--- config.mk ---
export PLATFORM = sky130hd
export DESIGN_NAME = bit_serializer
export DESIGN_NICKNAME = d
export VERILOG_FILES = /design/src/rtl/ser_pkg.sv /design/src/rtl/bit_tick_gen.sv /design/src/rtl/bit_serializer.sv
export SDC_FILE = /design/constraint.sdc
export NUM_CORES = 1
export LEC_CHECK = 0
export ABC_AREA = 0
export CORE_MARGIN = 2
export CORE_UTILIZATION = 54
export DETAILED_ROUTE_END_ITERATION = 8
export PLACE_DENSITY = 0.84
export SLEW_MARGIN = 20
export SYNTH_ARGS = -nofsm -noshare
export SYNTH_HDL_FRONTEND = slang
export SYNTH_SLANG_ARGS = --single-unit
--- constraint.sdc ---
create_clock -name clk -period 3.6 [get_ports clk]
set_input_delay 0.36 -clock clk [delete_from_list [all_inputs] [get_ports clk]]
set_output_delay 0.36 -clock clk [all_outputs]
set_load 0.005 [all_outputs]
--- src/rtl/ser_pkg.sv ---
// Shared definitions for the bit serializer: FSM encodings, default idle level
// and a counter-width helper.
package ser_pkg;

    localparam logic [1:0] S_IDLE  = 2'd0;
    localparam logic [1:0] S_SHIFT = 2'd1;
    localparam logic [1:0] S_GAP   = 2'd2;

    localparam logic DEF_IDLE_BIT = 1'b1;

    // Bits needed to count 0..n-1; never less than 1 so single-value counters stay legal.
    function automatic int clog2(input int n);
        int w;
        w = 1;
        while ((1 << w) < n) w++;
        return w;
    endfunction

endpackage

--- src/rtl/bit_tick_gen.sv ---
// Bit-time divider: down-counter marking the first and last clk cycle of each bit-time.
// load_i restarts a bit-time; the count runs only while en_i is high.
module bit_tick_gen
    import ser_pkg::*;
#(
    parameter int CLK_DIV = 1
) (
    input  logic clk,
    input  logic rst,
    input  logic en_i,
    input  logic load_i,
    output logic tick_first_o,
    output logic tick_last_o
);

    localparam int               DIV_W   = clog2(CLK_DIV);
    localparam logic [DIV_W-1:0] DIV_TOP = DIV_W'(CLK_DIV - 1);

    logic [DIV_W-1:0] div_q, div_d;

    assign tick_first_o = (div_q == DIV_TOP);
    assign tick_last_o  = (div_q == '0);

    always_comb begin
        div_d = div_q;
        if (load_i) begin
            div_d = DIV_TOP;
        end else if (en_i) begin
            div_d = tick_last_o ? DIV_TOP : div_q - 1'b1;
        end
    end

    always_ff @(posedge clk) begin
        if (rst) begin
            div_q <= '0;
        end else begin
            div_q <= div_d;
        end
    end

endmodule

--- src/rtl/bit_serializer.sv ---
// Parallel-to-serial front end with a one-word holding register.
//   state   | meaning
//   S_IDLE  | line at IDLE_BIT, waiting for a held word
//   S_SHIFT | shifting the current word out, one bit per bit-time
//   S_GAP   | inter-word idle bit-times
module bit_serializer
    import ser_pkg::*;
#(
    parameter int   WIDTH     = 8,
    parameter int   CLK_DIV   = 1,
    parameter int   GAP_BITS  = 0,
    parameter int   MSB_FIRST = 1,
    parameter logic IDLE_BIT  = DEF_IDLE_BIT,
    parameter int   CNT_W     = 16
) (
    input  logic             clk,
    input  logic             rst,
    input  logic             in_valid,
    output logic             in_ready,
    input  logic [WIDTH-1:0] din,
    output logic             dout_bit,
    output logic             bit_strobe,
    output logic             word_done,
    output logic             busy,
    output logic [CNT_W-1:0] words_sent
);

    localparam int               IDX_W    = clog2(WIDTH);
    localparam int               GAP_W    = clog2(GAP_BITS);
    localparam logic [IDX_W-1:0] IDX_LAST = IDX_W'(WIDTH - 1);
    localparam logic [GAP_W-1:0] GAP_LAST = GAP_W'((GAP_BITS > 0) ? GAP_BITS - 1 : 0);

    logic [1:0]       state_q, state_d;
    logic             hold_valid_q, hold_valid_d;
    logic [WIDTH-1:0] hold_q, hold_d;
    logic [WIDTH-1:0] shift_q, shift_d;
    logic [IDX_W-1:0] idx_q, idx_d;
    logic [GAP_W-1:0] gap_q, gap_d;
    logic [CNT_W-1:0] sent_q, sent_d;
    logic             tick_first, tick_last;
    logic             accept, reload, word_end, gap_end;

    bit_tick_gen #(.CLK_DIV(CLK_DIV)) u_tick (
        .clk          (clk),
        .rst          (rst),
        .en_i         (state_q != S_IDLE),
        .load_i       (reload),
        .tick_first_o (tick_first),
        .tick_last_o  (tick_last)
    );

    assign in_ready   = !hold_valid_q && !rst;
    assign accept     = in_valid && in_ready;
    assign word_end   = (state_q == S_SHIFT) && tick_last && (idx_q == IDX_LAST);
    assign gap_end    = (state_q == S_GAP) && tick_last && (gap_q == GAP_LAST);
    // Back-to-back reload only skips the gap state when there is no gap to insert.
    assign reload     = hold_valid_q && ((state_q == S_IDLE) || gap_end
                                         || (word_end && (GAP_BITS == 0)));
    assign words_sent = sent_q;

    always_ff @(posedge clk) begin
        if (rst) begin
            state_q <= S_IDLE;
        end else begin
            state_q <= state_d;
        end
    end

    always_comb begin
        state_d = state_q;
        case (state_q)
            S_IDLE: begin
                if (hold_valid_q) state_d = S_SHIFT;
            end
            S_SHIFT: begin
                if (word_end) begin
                    if (GAP_BITS > 0)      state_d = S_GAP;
                    else if (hold_valid_q) state_d = S_SHIFT;
                    else                   state_d = S_IDLE;
                end
            end
            S_GAP: begin
                if (gap_end) state_d = hold_valid_q ? S_SHIFT : S_IDLE;
            end
            default: state_d = S_IDLE;
        endcase
    end

    always_comb begin
        dout_bit   = IDLE_BIT;
        bit_strobe = 1'b0;
        word_done  = 1'b0;
        busy       = 1'b0;
        case (state_q)
            S_SHIFT: begin
                dout_bit   = (MSB_FIRST != 0) ? shift_q[WIDTH-1] : shift_q[0];
                bit_strobe = tick_first;
                word_done  = word_end;
                busy       = 1'b1;
            end
            S_GAP:   busy = 1'b1;
            default: ;
        endcase
    end

    always_comb begin
        hold_d       = hold_q;
        hold_valid_d = hold_valid_q;
        shift_d      = shift_q;
        idx_d        = idx_q;
        gap_d        = gap_q;
        sent_d       = sent_q;
        if (accept) begin
            hold_d       = din;
            hold_valid_d = 1'b1;
        end
        if (reload) begin
            shift_d      = hold_q;
            hold_valid_d = 1'b0;
            idx_d        = '0;
        end else if ((state_q == S_SHIFT) && tick_last) begin
            shift_d = (MSB_FIRST != 0) ? {shift_q[WIDTH-2:0], IDLE_BIT}
                                       : {IDLE_BIT, shift_q[WIDTH-1:1]};
            idx_d   = word_end ? '0 : idx_q + 1'b1;
        end
        if (word_end) sent_d = sent_q + 1'b1;
        if (state_q == S_SHIFT) begin
            gap_d = '0;
        end else if ((state_q == S_GAP) && tick_last) begin
            gap_d = gap_end ? '0 : gap_q + 1'b1;
        end
    end

    always_ff @(posedge clk) begin
        if (rst) begin
            hold_valid_q <= 1'b0;
            hold_q       <= '0;
            shift_q      <= '0;
            idx_q        <= '0;
            gap_q        <= '0;
            sent_q       <= '0;
        end else begin
            hold_valid_q <= hold_valid_d;
            hold_q       <= hold_d;
            shift_q      <= shift_d;
            idx_q        <= idx_d;
            gap_q        <= gap_d;
            sent_q       <= sent_d;
        end
    end

    // Accept requires an empty holding register, so it can never meet a reload.
    always @(posedge clk) begin
        if (!rst) assert (!(accept && reload));
    end

endmodule
Clock network drawn from the DEF:
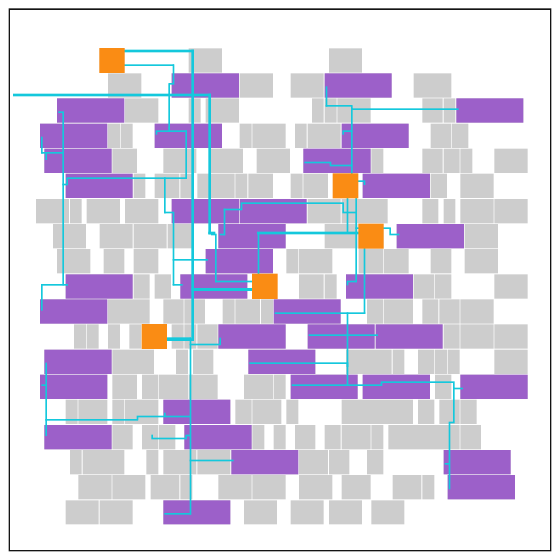
[cyan] clock wires | length: 416 um
[purple] flip-flops | count: 37
[orange] clock drivers | count: 5
routed clock nets	6
Clk network pwr share: 31.7%
worst-skew pair later-pin latency: 0.33 ns
clk_skew: 0.00538 ns
clk pwr: 0.000245 W

Drive-strength map:
The bar under the picture is 20 um long.
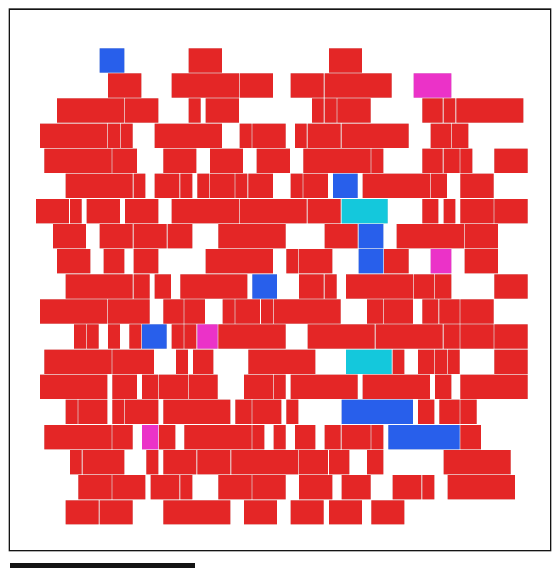
color	size	cells
red	_0 and _1 cells	185
magenta	_2 cells	4
cyan	_6 and larger	2
blue	_3 and _4 cells	8

Where the registers sit:
The bar under the picture is 20 um long. Other sequential cells in the stronger gray, the rest of the logic in the fainter gray.
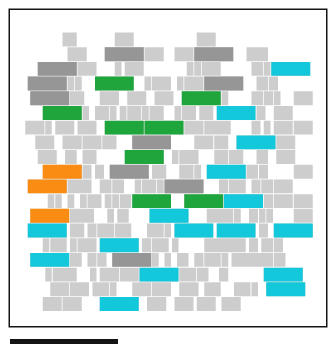
color	netlist name	placed flops
orange	idx_q	3
green	shift_q	8
cyan	words_sent	16
not colored	10
Seq/total area: 37.8%
fin util: 70.5%

-- metrics by stage --
step                      instances  cell area, um^2  hold WS, ns  setup WS (ns)  util [%]
after detailed placement        222             1890        0.451           1.54      68.0
final                           230             1960        0.472           1.34      70.5
after global routing            230             1960        0.504           1.23      70.5
after floorplan                 171             1600        0.430           1.89         -
after CTS                       230             1960        0.472           1.33      70.5
after global placement          222             1890        0.451           1.60      68.0
-- power breakdown --
| part | leakage (nW) | internal, W | switching [W] |
|---|---|---|---|
| clock network | 0.0413 | 0.000113 | 0.000132 |
| logic | 0.412 | 0.0000440 | 0.0000403 |
| registers | 0.302 | 0.000429 | 0.0000150 |
-- metal layers --
metal	part of all wire (%)	wire length (um)	up-vias
met2	49	1500	27
met4	1.8	56	0
met5	0	0	-
met3	4.1	125	7
met1	45	1350	589
li1	-	-	634
==> run_results.csv <==
group,metric,value,unit
run_status,status,"finished, final reports clean",
final_layout,num-nonclk-inverters,4,
final_layout,final_cell_mix,"dfxtp_1 (37), nor2_1 (35), clkdlybuf4s50_1 (31), mux2i_1 (17), a211oi_1 (8)",
worst_setup_path,worstSetupPathType,"reg -> out",
die,die_w,58.5,um
logic_synthesis,top_cell_area_share,46.2,%
timing,maxSlewHeadroom,38.9,%
final_layout,drive_gt1_share,7.04,%
final_layout,comb_share,39.7,%
global_route,grt_max_degree,39,
global_route,antenna_found_initial,0,
global_route,grt_pass1_wl,5310,um
logic_synthesis,synth.distinct_cells,30,
worst_setup_path,crit_top_cell,"ha_1",
worst_setup_path,timing.rr.start,"idx_q[0]$_SDFFE_PP0P_",
clock_network,cts_buffer_depth,2,
final_layout,regArea,741,um^2
final_layout,clock_buffer_count,7,
die,num_rows,19,
power_and_ir_drop,power_density,395,nW/um^2
final_layout,dominant_cells,"combinational gates",
worst_setup_path,r2r_end,"shift_q[6]$_SDFFE_PP0P_",
die,n_tap_cell,31,
worst_setup_path,path_cells,"ha_1 -> ha_1 -> and2_1 -> clkdlybuf4s50_1",
global_route,met2_usage,32.4,%
routing,vias_per_cell,5.47,
die,fp_util,57.7,%
final_layout,flops,37,
worst_setup_path,crit_family,"buffers and inverters",
logic_synthesis,ys_sh_aoi,7.64,%
worst_setup_path,slowest_delay,0.54,ns
die,core_area,2780,um^2
final_layout,area_delta_synth_final,22.2,%
logic_synthesis,synthMuxAreaShare,11.3,%
worst_setup_path,r2r_slack,1.51,ns
logic_synthesis,fp_nets,185,
Power and IR drop assume default switching activity.
